## src/rtl/axi_r_addr_decoder.sv

```systemverilog
// Read-path AR address decoder: routes one outstanding AR to a decoded slave port or the
// misroute port, then steers that target's R beats back to the master until RLAST.
module axi_r_addr_decoder #(
  parameter int AXI_ID_WIDTH   = 1,
  parameter int AXI_DATA_WIDTH = 32,
  parameter int AXI_ADDR_WIDTH = 8,
  parameter int NUM_SLAVES     = 2,
  parameter logic [NUM_SLAVES*AXI_ADDR_WIDTH-1:0] SLV_BASE = {8'h40, 8'h00},
  parameter logic [NUM_SLAVES*AXI_ADDR_WIDTH-1:0] SLV_MASK = {8'hC0, 8'hC0},
  parameter int AXI_ARCHAN_WIDTH = AXI_ID_WIDTH + AXI_ADDR_WIDTH + 8 + 3 + 2,
  parameter int AXI_RDCHAN_WIDTH = AXI_ID_WIDTH + AXI_DATA_WIDTH + 2 + 1
) (
  input  logic                                   ACLK,
  input  logic                                   ARESET,
  input  logic [AXI_ARCHAN_WIDTH-1:0]            S_AXI_ARCH_i,
  input  logic                                   S_AXI_ARCH_VALID_i,
  output logic                                   S_AXI_ARCH_READY_o,
  output logic [AXI_RDCHAN_WIDTH-1:0]            S_AXI_RCH_o,
  output logic                                   S_AXI_RCH_VALID_o,
  input  logic                                   S_AXI_RCH_READY_i,
  output logic [NUM_SLAVES*AXI_ARCHAN_WIDTH-1:0] M_AXI_ARCH_o,
  output logic [NUM_SLAVES-1:0]                  M_AXI_ARCH_VALID_o,
  input  logic [NUM_SLAVES-1:0]                  M_AXI_ARCH_READY_i,
  input  logic [NUM_SLAVES*AXI_RDCHAN_WIDTH-1:0] M_AXI_RCH_i,
  input  logic [NUM_SLAVES-1:0]                  M_AXI_RCH_VALID_i,
  output logic [NUM_SLAVES-1:0]                  M_AXI_RCH_READY_o,
  output logic [AXI_ARCHAN_WIDTH-1:0]            E_AXI_ARCH_o,
  output logic                                   E_AXI_ARCH_VALID_o,
  input  logic                                   E_AXI_ARCH_READY_i,
  input  logic [AXI_RDCHAN_WIDTH-1:0]            E_AXI_RCH_i,
  input  logic                                   E_AXI_RCH_VALID_i,
  output logic                                   E_AXI_RCH_READY_o,
  output logic [7:0]                             MISROUTE_CNT_o
);

  localparam int IDX_W     = (NUM_SLAVES > 1) ? $clog2(NUM_SLAVES) : 1;
  localparam int ADDR_LSB  = 5;
  localparam int RLAST_BIT = AXI_ID_WIDTH;

  typedef enum logic [1:0] {
    ST_IDLE  = 2'd0,
    ST_ISSUE = 2'd1,
    ST_RDATA = 2'd2
  } state_t;

  // Returns {hit, index}; walking downward lets the lowest matching index win.
  function automatic logic [IDX_W:0] decode_target(input logic [AXI_ADDR_WIDTH-1:0] addr);
    logic [IDX_W:0] res;
    res = '0;
    for (int i = NUM_SLAVES - 1; i >= 0; i--) begin
      if ((addr & SLV_MASK[i*AXI_ADDR_WIDTH +: AXI_ADDR_WIDTH]) ==
          SLV_BASE[i*AXI_ADDR_WIDTH +: AXI_ADDR_WIDTH]) begin
        res = {1'b1, IDX_W'(i)};
      end else begin
        res = res;
      end
    end
    return res;
  endfunction

  state_t                        r_state;
  state_t                        w_next_state;
  logic                          r_ar_ready;
  logic [AXI_ARCHAN_WIDTH-1:0]   r_ar_payload;
  logic                          r_tgt_err;
  logic [IDX_W-1:0]              r_tgt_idx;
  logic [NUM_SLAVES-1:0]         r_m_ar_valid;
  logic                          r_e_ar_valid;
  logic [7:0]                    r_misroute_cnt;

  logic [IDX_W:0]                w_dec;
  logic                          w_dec_hit;
  logic [IDX_W-1:0]              w_dec_idx;
  logic                          w_ar_cap;
  logic                          w_ar_hs;
  logic                          w_r_last_hs;

  assign w_dec       = decode_target(S_AXI_ARCH_i[ADDR_LSB +: AXI_ADDR_WIDTH]);
  assign w_dec_hit   = w_dec[IDX_W];
  assign w_dec_idx   = w_dec[IDX_W-1:0];
  assign w_ar_cap    = (r_state == ST_IDLE) & S_AXI_ARCH_VALID_i & r_ar_ready;
  assign w_r_last_hs = S_AXI_RCH_VALID_o & S_AXI_RCH_READY_i & S_AXI_RCH_o[RLAST_BIT];

  // AR handshake with whichever target is currently selected
  always_comb begin
    w_ar_hs = 1'b0;
    if (r_tgt_err) begin
      w_ar_hs = r_e_ar_valid & E_AXI_ARCH_READY_i;
    end else begin
      w_ar_hs = |(r_m_ar_valid & M_AXI_ARCH_READY_i);
    end
  end

  // State register
  always_ff @(posedge ACLK or posedge ARESET) begin
    if (ARESET) begin
      r_state <= ST_IDLE;
    end else begin
      r_state <= w_next_state;
    end
  end

  // Next-state logic; the misroute responder can finish its burst while its AR is still pending
  always_comb begin
    w_next_state = r_state;
    case (r_state)
      ST_IDLE: begin
        if (w_ar_cap) begin
          w_next_state = ST_ISSUE;
        end else begin
          w_next_state = ST_IDLE;
        end
      end
      ST_ISSUE: begin
        if (w_ar_hs && w_r_last_hs) begin
          w_next_state = ST_IDLE;
        end else if (w_ar_hs) begin
          w_next_state = ST_RDATA;
        end else begin
          w_next_state = ST_ISSUE;
        end
      end
      ST_RDATA: begin
        if (w_r_last_hs) begin
          w_next_state = ST_IDLE;
        end else begin
          w_next_state = ST_RDATA;
        end
      end
      default: w_next_state = ST_IDLE;
    endcase
  end

  // Output logic: zero-latency R mux from the selected target, active only outside IDLE
  always_comb begin
    S_AXI_RCH_o       = '0;
    S_AXI_RCH_VALID_o = 1'b0;
    M_AXI_RCH_READY_o = '0;
    E_AXI_RCH_READY_o = 1'b0;
    if (r_state == ST_IDLE) begin
      S_AXI_RCH_VALID_o = 1'b0;
    end else if (r_tgt_err) begin
      S_AXI_RCH_o       = E_AXI_RCH_i;
      S_AXI_RCH_VALID_o = E_AXI_RCH_VALID_i;
      E_AXI_RCH_READY_o = S_AXI_RCH_READY_i;
    end else begin
      for (int i = 0; i < NUM_SLAVES; i++) begin
        if (r_tgt_idx == IDX_W'(i)) begin
          S_AXI_RCH_o          = M_AXI_RCH_i[i*AXI_RDCHAN_WIDTH +: AXI_RDCHAN_WIDTH];
          S_AXI_RCH_VALID_o    = M_AXI_RCH_VALID_i[i];
          M_AXI_RCH_READY_o[i] = S_AXI_RCH_READY_i;
        end else begin
          M_AXI_RCH_READY_o[i] = 1'b0;
        end
      end
    end
  end

  // Master AR ready: high in every cycle the FSM sits in IDLE, except the first after reset
  always_ff @(posedge ACLK or posedge ARESET) begin
    if (ARESET) begin
      r_ar_ready <= 1'b0;
    end else begin
      r_ar_ready <= (w_next_state == ST_IDLE);
    end
  end

  // AR payload and decoded target capture
  always_ff @(posedge ACLK or posedge ARESET) begin
    if (ARESET) begin
      r_ar_payload <= '0;
      r_tgt_err    <= 1'b0;
      r_tgt_idx    <= '0;
    end else if (w_ar_cap) begin
      r_ar_payload <= S_AXI_ARCH_i;
      r_tgt_err    <= ~w_dec_hit;
      r_tgt_idx    <= w_dec_idx;
    end else begin
      r_ar_payload <= r_ar_payload;
      r_tgt_err    <= r_tgt_err;
      r_tgt_idx    <= r_tgt_idx;
    end
  end

  // Downstream AR valids: raised on capture, cleared on the target's AR handshake
  always_ff @(posedge ACLK or posedge ARESET) begin
    if (ARESET) begin
      r_m_ar_valid <= '0;
      r_e_ar_valid <= 1'b0;
    end else if (w_ar_cap) begin
      r_m_ar_valid <= w_dec_hit ? (NUM_SLAVES'(1) << w_dec_idx) : '0;
      r_e_ar_valid <= ~w_dec_hit;
    end else if (w_ar_hs) begin
      r_m_ar_valid <= '0;
      r_e_ar_valid <= 1'b0;
    end else begin
      r_m_ar_valid <= r_m_ar_valid;
      r_e_ar_valid <= r_e_ar_valid;
    end
  end

  // Saturating misroute counter
  always_ff @(posedge ACLK or posedge ARESET) begin
    if (ARESET) begin
      r_misroute_cnt <= 8'h00;
    end else if (w_ar_cap && !w_dec_hit && (r_misroute_cnt != 8'hFF)) begin
      r_misroute_cnt <= r_misroute_cnt + 8'h01;
    end else begin
      r_misroute_cnt <= r_misroute_cnt;
    end
  end

  assign S_AXI_ARCH_READY_o = r_ar_ready;
  assign M_AXI_ARCH_o       = {NUM_SLAVES{r_ar_payload}};
  assign M_AXI_ARCH_VALID_o = r_m_ar_valid;
  assign E_AXI_ARCH_o       = r_ar_payload;
  assign E_AXI_ARCH_VALID_o = r_e_ar_valid;
  assign MISROUTE_CNT_o     = r_misroute_cnt;

endmodule

```

## config.mk

```make
export PLATFORM = sky130hd
export DESIGN_NAME = axi_r_addr_decoder
export DESIGN_NICKNAME = d
export VERILOG_FILES = /design/src/rtl/axi_r_addr_decoder.sv
export SDC_FILE = /design/constraint.sdc
export NUM_CORES = 1
export LEC_CHECK = 0
export ABC_AREA = 1
export CORE_AREA = 8 8 106 108
export CTS_CLUSTER_SIZE = 40
export DETAILED_ROUTE_END_ITERATION = 6
export DIE_AREA = 0 0 114 116
export GPL_TIMING_DRIVEN = 0
export PLACE_DENSITY_LB_ADDON = 0.08
export SLEW_MARGIN = 5
export SYNTH_ARGS = -nofsm -noshare
export SYNTH_HDL_FRONTEND = slang
export SYNTH_SLANG_ARGS = --single-unit
export TNS_END_PERCENT = 30
```

## constraint.sdc

```tcl
create_clock -name ACLK -period 1.6 [get_ports ACLK]
set_clock_uncertainty 0.05 [all_clocks]
set_input_delay 0.16 -clock ACLK [delete_from_list [all_inputs] [get_ports ACLK]]
set_output_delay 0.16 -clock ACLK [all_outputs]
set_load 0.1 [all_outputs]
```

run_1/placed.png
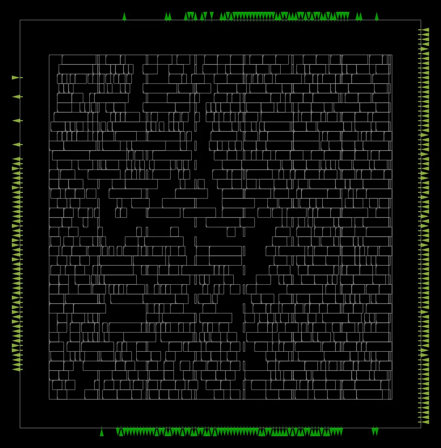
total of fill cells in the finished design: 738
count of non-filler cells in the finished layout: 888
Core Region: 9550 sq um
Site Rows: 36

run_1/layers.png
(3 px per um) Two of the layers only.
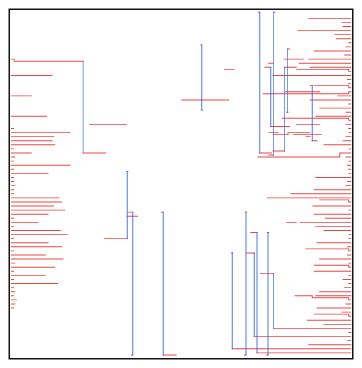
- blue: M4 (wire length 558 um)
- red: M3 (wire length 1,330 um)
vias post-DR: 4,036
Routed WL: 15,200 um
total global routing track utilization: 21.5%
Routed WL per cell: 17.1 um

==> qor.tcl, run 1 <==
set qor(cts-buffers-inserted) 5
set qor(final_max_slew_viol_count) 0
set qor(worstPathCellList) {buf_6 > buf_6 > buf_8 > a22oi_2 > nand2_1 > nand2_2 > clkinvlp_4 > buf_12}
set qor(synth.area.mux_share_pct) 0
set qor(outcome) {finished with violations}
set qor(dpl_worst_slack_ps) -1130
set qor(grt_max_degree) 39
set qor(setup_slack_ps) -337
set qor(crit_arrival_ps) 1730
set qor(cts_tree) {done}
set qor(openroad.warnings) 29
set qor(synth_flops) 38
set qor(start_kind) {flip-flop}
set qor(cell_family_with_the_largest_share_of_critical_path_delay) {buffers and inverters}
set qor(required_ps) 1390
set qor(yosys-stat-cells) 474
set qor(worstPathBufferInverterCount) 5
set qor(final_core_area_utilization_pct) 72.4
set qor(final-hold-violation-count) 0
set qor(wl_met2_um) 7910
set qor(fmax_ghz) 0.516
set qor(worst_pin_slew_ps) 771
set qor(grt_pass1_wl_um) 22400
set qor(max_ffs_per_register) 22
set qor(placement.cell_area_sq_um) 5920
set qor(compound_area_share_pct) 4.85
set qor(drc) 0
set qor(synth_seq_share_pct) 32.1
set qor(critPathKind) {flip-flop to output pin}
set qor(yosys-stat-area_sq_um) 2970
set qor(timing.hold.worst.class) {primary input to async pin}
set qor(syn-cell-area_sq_um) 2970
set qor(timing.final.setup_violations) 39
set qor(grt_most_used_layer) {met2}
set qor(ys_types) 23
set qor(synth.net_count) 615
set qor(port_buffers) 257
set qor(most_used_cell_along_the_critical_path) {buf_6}
set qor(failed_checks) {negative setup slack}
set qor(ctsHtreeMaxLevel) 2
run_1/route_heat.png
(3 px per um) 23 x 23 tiles, from dark blue (low) to red (high), scaled to the fullest tile. Values are wire area over tile area, all layers added.
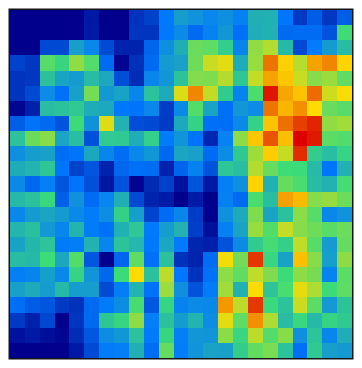
- mean over tiles: 0.19
- fullest tile: 0.51
- tiles over half the peak: 26%
- nearly empty tiles: 5.5%

-- run 1: path summary, 6_finish.rpt --
check | from | endpoint | slack (ps) | cells past startpoint
hold / removal | ARESET | E_AXI_ARCH_o[14] | 280 | 2
setup / recovery | r_tgt_err | S_AXI_RCH_o[12] | -340 | 8
min in group ACLK | S_AXI_ARCH_i[13] | E_AXI_ARCH_o[13] | 350 | 3
max in group asynchronous | ARESET | MISROUTE_CNT_o[1] | 640 | 2
hold reg to reg | E_AXI_ARCH_o[0] | E_AXI_ARCH_o[0] | 490 | 2
setup reg to reg | r_tgt_err | E_AXI_ARCH_VALID_o | 160 | 8
-- run 1: timing repair --
action                                  in CTS  in global routing
hold endpoints to repair                     0                  0
endpoints found under the setup margin     118                 47
cloned                                       3                  1
buffers inserted                            12                  0
gates resized                              630                 34
pin swaps                                   19                 12
-- run 1: Yosys cell counts --
cell type / number / area share [%]
nand2_2: 1 / 0.21
nor2_1: 9 / 1.1
o21ai_1: 1 / 0.17
nand3_1: 29 / 4.9
nand3_4: 1 / 0.59
xor2_1: 3 / 0.89
dfrtp_1: 38 / 32
nor2_4: 4 / 1.5
o21ai_0: 3 / 0.51
nor3_1: 2 / 0.34
o21ai_2: 1 / 0.30
a21oi_1: 2 / 0.34
a22oi_1: 14 / 3.5
nand4_1: 1 / 0.21
nand2_1: 245 / 31
buf_4: 49 / 12
buf_2: 6 / 1.0
inv_2: 4 / 0.51
ha_1: 1 / 0.42
buf_1: 4 / 0.51
xnor2_1: 2 / 0.59
inv_1: 51 / 6.5
clkbuf_1: 3 / 0.38
-- run 1: layout make-up --
cell class	count	area, sq um
timing repair buffer	273	3100
clock inverter	3	68.8
clock buffer	5	68.8
inverter	55	343
tap	133	166
fill	738	2640
buffer	62	514
sequential	38	968
multi-input combinational	319	1680
run_1/ff_map.png
(4 px per um) Other sequential cells in the stronger grey, the rest of the logic in the fainter grey.
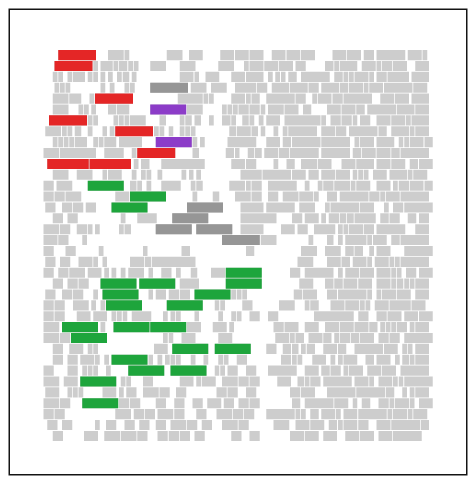

==> run 2: changes to the inputs <==
--- a/config.mk
+++ b/config.mk
@@ -12,6 +12,7 @@
 export DIE_AREA = 0 0 114 116
 export GPL_TIMING_DRIVEN = 0
 export PLACE_DENSITY_LB_ADDON = 0.08
+export SETUP_SLACK_MARGIN = 0.05
 export SLEW_MARGIN = 5
 export SYNTH_ARGS = -nofsm -noshare
 export SYNTH_HDL_FRONTEND = slang
run_2/ff_map.png
(4 px per um) Other sequential cells in the stronger grey, the rest of the logic in the fainter grey.
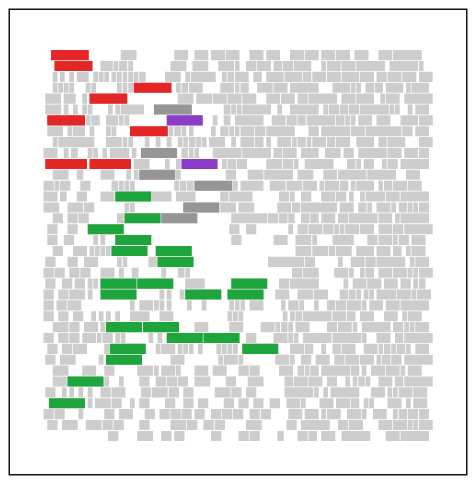
- red: MISROUTE_CNT_o (placed flops 8; where upper left)
- green: E_AXI_ARCH_o (placed flops 22)
- purple: r_state (placed flops 2)
final core area utilization: 72.1%
area taken by flip-flops and latches: 968 sq um
sequential cell area share: 14.1%

run_2/placed.png
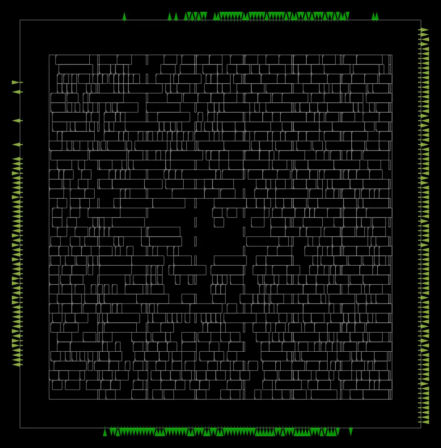
tap cells: 133
total of fill cells in the finished design: 752
flop count: 38

==> qor.tcl, run 2 <==
set qor(outcome) {finished with violations}
set qor(failed_checks) {negative setup slack}
set qor(synth_flops) 38 ;# unchanged
set qor(grt_max_degree) 39 ;# unchanged
set qor(layout_worst_path_cycle_share_pct) 122
set qor(ys_types) 23 ;# unchanged
set qor(fp.coreArea_sq_um) 9550 ;# unchanged
set qor(drc) 0 ;# unchanged
set qor(cts-buffers-inserted) 5 ;# unchanged
set qor(openroad.warnings) 29 ;# unchanged
set qor(asyncSetResetFlopFracSynth_pct) 100 ;# unchanged
set qor(worstPathBufferInverterCount) 6 ;# +1
set qor(core.rowCount) 36 ;# unchanged
set qor(dpl_worst_slack_ps) -1080 ;# +51.9 ps
set qor(clockBufferCount) 8 ;# +3
set qor(port_buffers) 257 ;# unchanged
set qor(area_dominant_class) {non-clock buffers}
set qor(cell_family_with_the_largest_share_of_critical_path_delay) {buffers and inverters}
set qor(placement.cell_area_sq_um) 6020 ;# +1.7%
set qor(fmax_ghz) 0.513 ;# -0.58%
set qor(buf_share_pct) 53.0 ;# +0.67 points
set qor(topCellsByArea) {dfrtp_1 (32%), nand2_1 (31%), buf_4 (12%)}
set qor(final-hold-violation-count) 0 ;# unchanged
set qor(avgRoutedWirePerCell_um) 16.9 ;# -1.1%
set qor(synth.net_count) 615 ;# unchanged
set qor(final_max_slew_viol_count) 0 ;# unchanged
set qor(worstPathCellList) {buf_6 > nor2_4 > buf_6 > buf_6 > buf_4 > a22oi_2 > nand2_2 > nand2_2 > clkinvlp_4 > buf_12}
set qor(syn-cell-area_sq_um) 2970 ;# unchanged
set qor(ctsHtreeMaxLevel) 2 ;# unchanged
set qor(most_used_cell_along_the_critical_path) {buf_6}
set qor(top_post_synthesis_cells_by_count) {nand2_1 (245), inv_1 (51), buf_4 (49)}
set qor(comb_share_pct) 24.4 ;# +0.065 points
set qor(required_ps) 1390 ;# about the same
set qor(post-synth-top-count-cell) {nand2_1}
set qor(setup_slack_ps) -349 ;# -11.3 ps
set qor(gr-usage-all-layers_pct) 21.8 ;# +0.30 points
set qor(n_all_buffers) 340 ;# +1.5%
set qor(clock_tree_area_fraction_pct) 1.16 ;# -0.83 points
set qor(grt_pass1_wl_um) 22800 ;# +1.4%
set qor(multiInputCombCellCount) 319 ;# unchanged
set qor(yosys-stat-area_sq_um) 2970 ;# unchanged
set qor(synth_seq_share_pct) 32.1 ;# unchanged
set qor(timing.final.setup_violations) 39 ;# unchanged
set qor(start_kind) {flip-flop}
set qor(yosys-stat-cells) 474 ;# unchanged
set qor(worst_pin_slew_ps) 774 ;# +3.39 ps
set qor(area_share_of_the_largest_cell_type_after_synthesis_pct) 32.1 ;# unchanged
set qor(crit_arrival_ps) 1740 ;# about the same
set qor(cts_tree) {done}
==> run 2: cell counts after synthesis <==
No cell type changed its count.
==> run 2: cell families after synthesis <==
group	Yosys count	synth area share, %
buffers and inverters	117	21.3
AOI/OAI and AO/OA	21	4.85
and+or+nand+nor	292	39.9
xor gates and xnor gates	5	1.48
DFF	38	32.1
adders and majority gates	1	0.422
==> run 2: path summary, 6_finish.rpt <==
| kind | from | end | slack, ps | cells past startpoint |
|---|---|---|---|---|
| max | r_tgt_err | S_AXI_RCH_o[7] | -350 | 10 |
| min | ARESET | E_AXI_ARCH_o[16] | 290 | 2 |
| max reg2reg | MISROUTE_CNT_o[0] | MISROUTE_CNT_o[2] | 180 | 8 |
| min reg2reg | E_AXI_ARCH_VALID_o | E_AXI_ARCH_VALID_o | 470 | 2 |
| max in group asynchronous | ARESET | MISROUTE_CNT_o[1] | 640 | 2 |
| min in group ACLK | S_AXI_ARCH_i[16] | E_AXI_ARCH_o[16] | 360 | 3 |
==> run 2: timing repair <==
| item | in CTS | in global routing |
|---|---|---|
| cloned | 4 | 1 |
| pin swaps | 11 | 22 |
| endpoints found under the setup margin | 118 | 54 |
| hold buffers | 0 | 0 |
| gates resized | 601 | 43 |
| setup buffers | 15 | 1 |
==> run 2: per-layer routing <==
layer	GRT usage (%)	wire (um)	up-vias
met2	42.7	8140	174
met4	5.59	263	0
met5	0	0	-
li1	-	-	1955
met1	21.4	5460	1878
met3	7.19	1220	19
==> run 3: changes to the inputs <==
--- a/config.mk
+++ b/config.mk
@@ -11,6 +11,7 @@
 export DETAILED_ROUTE_END_ITERATION = 6
 export DIE_AREA = 0 0 114 116
 export GPL_TIMING_DRIVEN = 0
+export HOLD_SLACK_MARGIN = 0.15
 export PLACE_DENSITY_LB_ADDON = 0.08
 export SETUP_SLACK_MARGIN = 0.05
 export SLEW_MARGIN = 5
run_3/placed.png
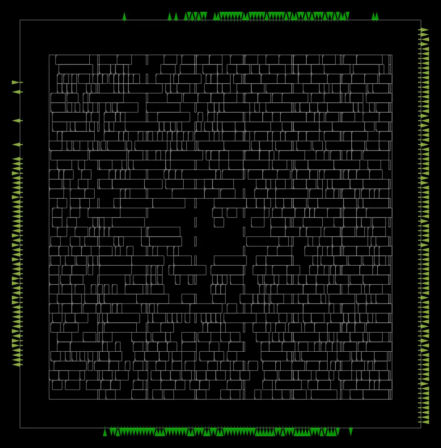
count of non-filler cells in the finished layout: 893

==> qor.tcl, run 3 <==
set qor(final-hold-violation-count) 0 ;# unchanged
set qor(fp.coreArea_sq_um) 9550 ;# unchanged
set qor(avgRoutedWirePerCell_um) 16.9 ;# unchanged
set qor(top_signal_layer_used) {met4}
set qor(nFillCells) 752 ;# unchanged
set qor(outcome) {finished with violations}
set qor(cell_family_with_the_largest_share_of_critical_path_delay) {buffers and inverters}
set qor(postCtsHoldBufs) 0 ;# unchanged
set qor(crit_arrival_ps) 1740 ;# about the same
set qor(cp_num_cells) 10 ;# unchanged
set qor(layout_worst_path_cycle_share_pct) 122 ;# unchanged
set qor(cts_tree) {done}
set qor(most_used_cell_along_the_critical_path) {buf_6}
set qor(final_core_area_utilization_pct) 72.1 ;# unchanged
set qor(grt_max_degree) 39 ;# unchanged
set qor(topCellsByArea) {dfrtp_1 (32%), nand2_1 (31%), buf_4 (12%)}
set qor(worst-r2r-cell-count) 8 ;# unchanged
set qor(asyncSetResetFlopFracSynth_pct) 100 ;# unchanged
set qor(yosys-stat-cells) 474 ;# unchanged
set qor(timing.final.setup_violations) 39 ;# unchanged
set qor(wl_met3_um) 1220 ;# unchanged
set qor(synth_flops) 38 ;# unchanged
set qor(fmax_ghz) 0.513 ;# unchanged
set qor(synth_seq_share_pct) 32.1 ;# unchanged
set qor(top_post_synthesis_cells_by_count) {nand2_1 (245), inv_1 (51), buf_4 (49)}
set qor(final_max_slew_viol_count) 0 ;# unchanged
set qor(cts-buffers-inserted) 5 ;# unchanged
set qor(m1WireLength_um) 5460 ;# unchanged
set qor(critical_path.endpoint_type) {output pin}
set qor(drc) 0 ;# unchanged
set qor(syn-cell-area_sq_um) 2970 ;# unchanged
set qor(nets) 900
set qor(start_kind) {flip-flop}
set qor(ys_types) 23 ;# unchanged
set qor(clk_transition_reported_paths_ps) 80
set qor(post-synth-top-count-cell) {nand2_1}
set qor(place_inst) 864
set qor(wl_met2_um) 8140 ;# unchanged
set qor(failed_checks) {negative setup slack}
set qor(synth.net_count) 615 ;# unchanged
set qor(worstPathBufferInverterCount) 6 ;# unchanged
set qor(area_share_of_the_largest_cell_type_after_synthesis_pct) 32.1 ;# unchanged
set qor(required_ps) 1390 ;# about the same
set qor(hpwl_um) 11600
set qor(grt_pass1_wl_um) 22800 ;# unchanged
set qor(yosys-stat-area_sq_um) 2970 ;# unchanged
set qor(gr-usage-all-layers_pct) 21.8 ;# unchanged
set qor(setup_slack_ps) -349 ;# unchanged
set qor(openroad.warnings) 29 ;# unchanged
set qor(placement.cell_area_sq_um) 6020 ;# unchanged
run_3/port_trees.png
(4 px per um)
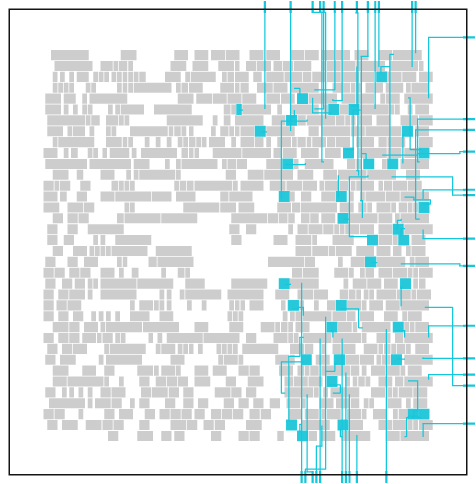
- cyan: S_AXI_RCH_o (bits 36; direction output; edge 13 top, 13 right, 10 bottom; end cells 36; buffers 36; wire 1,170 um)
I/O pin count: 258
buffers added on ports: 257

-- run 3: cell counts in the layout (fill, tap and decap cells not counted) --
Identical to the previous run, type by type.
-- run 3: final cells by class --
class                           instances  area [sq um]  area share, %
Clock buffer                            8          80.1           1.16
Sequential cell                        38           968           14.1
Inverter                               55           343           4.98
Multi-Input combinational cell        319          1680           24.4
Timing Repair Buffer                  278          3100           45.0
Buffer                                 62           546           7.93
Tap cell                              133           166           2.42
-- run 3: logic make-up after synthesis --
logic type | after synthesis | synth area share [%]
xor+xnor | 5 | 1.48
fa+ha+maj | 1 | 0.422
flops | 38 | 32.1
simple gates | 292 | 39.9
buf+inv | 117 | 21.3
compound gates | 21 | 4.85
-- run 3: metal layers --
| metal | GRT usage [%] | vias to the layer above |
|---|---|---|
| met1 | 21.4 | 1878 |
| met5 | 0 | - |
| met2 | 42.7 | 174 |
| met4 | 5.59 | 0 |
| li1 | - | 1955 |
| met3 | 7.19 | 19 |
-- run 3: what timing repair did --
item                       CTS  global route
gates cloned                 4             1
pin swaps                   11            22
gates resized              601            43
setup endpoints to repair  118            54
setup buffers               15             1
-- run 3: path summary, 6_finish.rpt --
kind,from,endpoint,slack [ps]
min,ARESET,E_AXI_ARCH_o[16],290
min in group ACLK,S_AXI_ARCH_i[16],E_AXI_ARCH_o[16],360
min reg2reg,E_AXI_ARCH_VALID_o,E_AXI_ARCH_VALID_o,470
max reg2reg,MISROUTE_CNT_o[0],MISROUTE_CNT_o[2],180
max,r_tgt_err,S_AXI_RCH_o[7],-350
max in group asynchronous,ARESET,MISROUTE_CNT_o[1],640
